## src/rtl/foc_sequencer.sv

```systemverilog
// FOC sample sequencer: captures one sample and walks it through a chain of
// processing stages, with per-stage timeout, abort and a downstream flush.
module foc_sequencer #(
    parameter int                  D_WIDTH    = 16,
    parameter int                  N_STAGES   = 6,
    parameter logic [N_STAGES-1:0] FIXED_MASK = 6'b001000,
    parameter int                  TIMEOUT    = 255,
    parameter int                  CNT_WIDTH  = 16,
    localparam int                 IDX_W      = $clog2(N_STAGES)
) (
    input  logic                   clk,
    input  logic                   rstb,
    input  logic                   valid,
    output logic                   ready,
    input  logic [5*D_WIDTH-1:0]   data_in,
    output logic [5*D_WIDTH-1:0]   data_r,
    output logic [N_STAGES-1:0]    stage_start,
    input  logic [N_STAGES-1:0]    stage_done,
    output logic                   mod_rstb,
    input  logic                   abort,
    input  logic                   clear_fault,
    output logic                   fault,
    output logic [IDX_W-1:0]       fault_stage,
    output logic [CNT_WIDTH-1:0]   last_latency,
    output logic [CNT_WIDTH-1:0]   run_count
);

    localparam int               TMR_W    = (TIMEOUT > 1) ? $clog2(TIMEOUT + 1) : 1;
    localparam logic [IDX_W-1:0] LAST_IDX = IDX_W'(N_STAGES - 1);
    localparam logic [TMR_W-1:0] TMR_MAX  = TMR_W'(TIMEOUT);

    typedef enum logic [2:0] {
        S_IDLE,
        S_START,
        S_WAIT,
        S_FLUSH,
        S_FAULT
    } state_t;

    state_t                 state_q, state_d;
    logic [IDX_W-1:0]       idx_q, idx_d;
    logic [TMR_W-1:0]       timer_q, timer_d;
    logic [CNT_WIDTH-1:0]   lat_q, lat_d, lat_inc;
    logic [5*D_WIDTH-1:0]   data_r_q, data_r_d;
    logic [CNT_WIDTH-1:0]   last_latency_q, last_latency_d;
    logic [CNT_WIDTH-1:0]   run_count_q, run_count_d;
    logic                   fault_q, fault_d;
    logic [IDX_W-1:0]       fault_stage_q, fault_stage_d;
    logic                   ready_q, ready_d;
    logic [N_STAGES-1:0]    stage_start_q, stage_start_d;
    logic                   mod_rstb_q, mod_rstb_d;
    logic                   advance;

    always_comb begin
        // NOTE: every signal gets a default first so no path through the case infers a latch.
        state_d        = state_q;
        idx_d          = idx_q;
        timer_d        = timer_q;
        lat_d          = lat_q;
        data_r_d       = data_r_q;
        last_latency_d = last_latency_q;
        run_count_d    = run_count_q;
        fault_d        = fault_q;
        fault_stage_d  = fault_stage_q;
        lat_inc        = (&lat_q) ? lat_q : lat_q + CNT_WIDTH'(1);
        advance        = FIXED_MASK[idx_q] | stage_done[idx_q];

        unique case (state_q)
            S_IDLE: begin
                if (valid) begin
                    data_r_d = data_in;
                    idx_d    = '0;
                    lat_d    = '0;
                    state_d  = S_START;
                end
            end
            S_START: begin
                if (abort) begin
                    state_d = S_FLUSH;
                end else begin
                    timer_d = '0;
                    lat_d   = lat_inc;
                    state_d = S_WAIT;
                end
            end
            S_WAIT: begin
                // Priority: abort, then done (fixed or returned), then timeout.
                if (abort) begin
                    state_d = S_FLUSH;
                end else if (advance) begin
                    lat_d = lat_inc;
                    if (idx_q == LAST_IDX) begin
                        last_latency_d = lat_inc;
                        run_count_d    = run_count_q + CNT_WIDTH'(1);
                        state_d        = S_FLUSH;
                    end else begin
                        idx_d   = idx_q + IDX_W'(1);
                        state_d = S_START;
                    end
                end else if (timer_q == TMR_MAX) begin
                    fault_d       = 1'b1;
                    fault_stage_d = idx_q;
                    state_d       = S_FAULT;
                end else begin
                    lat_d   = lat_inc;
                    timer_d = timer_q + TMR_W'(1);
                end
            end
            S_FLUSH: begin
                state_d = S_IDLE;
            end
            S_FAULT: begin
                if (clear_fault) begin
                    fault_d = 1'b0;
                    state_d = S_FLUSH;
                end
            end
            default: begin
                state_d = S_IDLE;
            end
        endcase

        // Outputs are decoded from the next state so they are registered yet
        // line up with the state they describe.
        ready_d       = (state_d == S_IDLE);
        mod_rstb_d    = !((state_d == S_FLUSH) || (state_d == S_FAULT));
        stage_start_d = (state_d == S_START) ? (N_STAGES'(1) << idx_d) : '0;
    end

    always_ff @(posedge clk or negedge rstb) begin
        if (!rstb) begin
            state_q        <= S_IDLE;
            idx_q          <= '0;
            timer_q        <= '0;
            lat_q          <= '0;
            data_r_q       <= '0;
            last_latency_q <= '0;
            run_count_q    <= '0;
            fault_q        <= 1'b0;
            fault_stage_q  <= '0;
            ready_q        <= 1'b1;
            stage_start_q  <= '0;
            mod_rstb_q     <= 1'b1;
        end else begin
            // NOTE: non-blocking assignments so every flop samples the pre-edge values.
            state_q        <= state_d;
            idx_q          <= idx_d;
            timer_q        <= timer_d;
            lat_q          <= lat_d;
            data_r_q       <= data_r_d;
            last_latency_q <= last_latency_d;
            run_count_q    <= run_count_d;
            fault_q        <= fault_d;
            fault_stage_q  <= fault_stage_d;
            ready_q        <= ready_d;
            stage_start_q  <= stage_start_d;
            mod_rstb_q     <= mod_rstb_d;
        end
    end

    assign ready        = ready_q;
    assign data_r       = data_r_q;
    assign stage_start  = stage_start_q;
    assign mod_rstb     = mod_rstb_q;
    assign fault        = fault_q;
    assign fault_stage  = fault_stage_q;
    assign last_latency = last_latency_q;
    assign run_count    = run_count_q;

endmodule

```

## config.mk

```make
export PLATFORM = sky130hd
export DESIGN_NAME = foc_sequencer
export DESIGN_NICKNAME = d
export VERILOG_FILES = /design/src/rtl/foc_sequencer.sv
export SDC_FILE = /design/constraint.sdc
export NUM_CORES = 1
export LEC_CHECK = 0
export ABC_AREA = 1
export CORE_MARGIN = 8
export CORE_UTILIZATION = 45
export CTS_CLUSTER_SIZE = 10
export DETAILED_ROUTE_END_ITERATION = 7
export PLACE_DENSITY = 0.77
export SYNTH_ARGS = -nofsm -noshare
export SYNTH_HDL_FRONTEND = slang
export SYNTH_SLANG_ARGS = --single-unit
```

## constraint.sdc

```tcl
create_clock -name clk -period 4.16 [get_ports clk]
set_input_delay 0.416 -clock clk [delete_from_list [all_inputs] [get_ports clk]]
set_output_delay 0.416 -clock clk [all_outputs]
set_load 0.1 [all_outputs]
```

### Clock wiring as the flow saved it

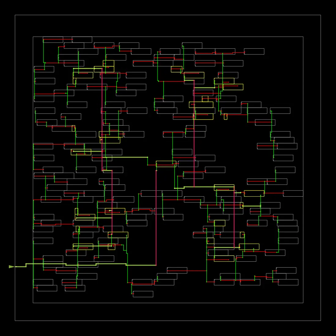
registers: 154
final-layout clock buffer total: 26

### Clock wires, drivers and flops

Bar = 50 µm.
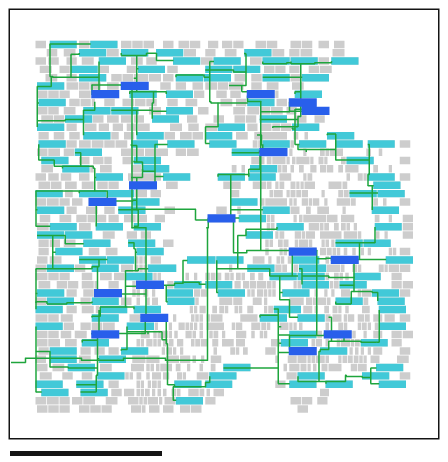
Green shows clock wires, length 1920 µm. Cyan shows flip-flops, count 154. Blue shows clock-net drivers, count 17.
There are 18 routed clock nets.
final worst clock skew: 0.006681 ns

### Register map, names as in the netlist

Other sequential cells in the stronger grey, the rest of the logic in the fainter grey.
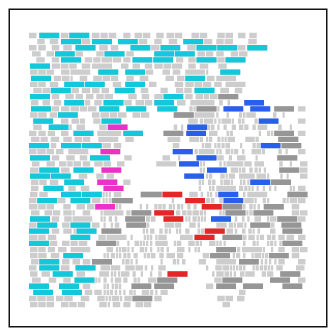
Magenta shows stage_start, sequential cells 6. Blue shows lat_q, sequential cells 16. Red shows timer_q, sequential cells 8. Cyan shows data_r, sequential cells 80.
Another 44 sequential cells are not coloured.

### Pin map

Pins as bars across the die edge, other pins in grey.
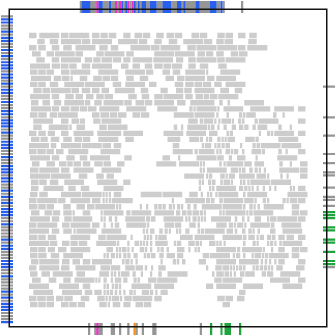
Orange shows valid, pins 1, direction input, edge bottom. Magenta shows stage_start, pins 6, direction output, edge 5 top, 1 bottom. Green shows run_count, pins 16, direction output, edge 10 right, 6 bottom. Blue shows data_in, pins 80, direction input, edge 51 left, 29 top.

==> results_slide.txt <==
Synthesis and Place & Route Summary

Status
  – Result of the run: completed

Final timing
  – Hold Slack: between 0.06 and 0.07 ns
  – Max Transition Viols Final: 0
  – Worst slew margin relative to its limit: around 28%
  – Endpoints failing setup: 0
  – Final worst path period share: about three fifths

Yosys
  – Yosys stat area: about 7000 µm²
  – Post-synth top cells: 152 x dfrtp_1, 109 x nand2_1, 80 x mux2_2
  – Number of synthesized register bits: 154
  – Post-synth net total: around 740
  – Multiplexer area fraction after synthesis: ~13%
  – Area fraction in full adders, half adders and majority gates: between 1 and 1.5%
  – Top-area cell share: a little over half

Critical path
  – Worst reg-to-reg setup slack: around 1.6 ns
  – Slowest stage delay, CP: ~0.60 ns
  – Data arrival, critical path: about 2.9 ns
  – Levels on crit path: 10
  – Nature of the critical path startpoint: flop
  – Crit Path Category: flop to flop

Clock network
  – Number of buffers created by CTS: 17
  – Root cell of the clock tree: clkbuf_16
  – Clock tree from TritonCTS: yes

Floorplan
  – Tapcell Cnt: roughly 190
  – Core Footprint: roughly 15000 µm²
  – Initial core utilization: ~46%

Detailed routing
  – Wire length on met3: approximately 2.0 mm
  – First-iteration detailed-routing DRC count: ~370
  – Drt first pass iters: 5

Cells and area
  – Share of the core filled with cells: between 60% and 70%
  – Share of the final layout cell area in multi-input gates: between 20% and 30%
  – Max reg flops: 80
  – Finished Layout Cells: approximately 1100
  – Layout overhead on the synthesized area: 41.39%
  – Most frequent logic cell in the layout: clkdlybuf4s50_1
  – Net count of the finished layout: ~960

Global routing
  – Via count of the first global-routing pass: approximately 5600
  – Total Routing Usage GR: 19.18%
  – Met3 capacity usage during global routing: 9.242%

Placed design
  – Count of buffers inserted at the top-level ports: roughly 210
  – HPWL after DPL: roughly 14 mm

Flow run
  – # Max-Cap Violations: 0
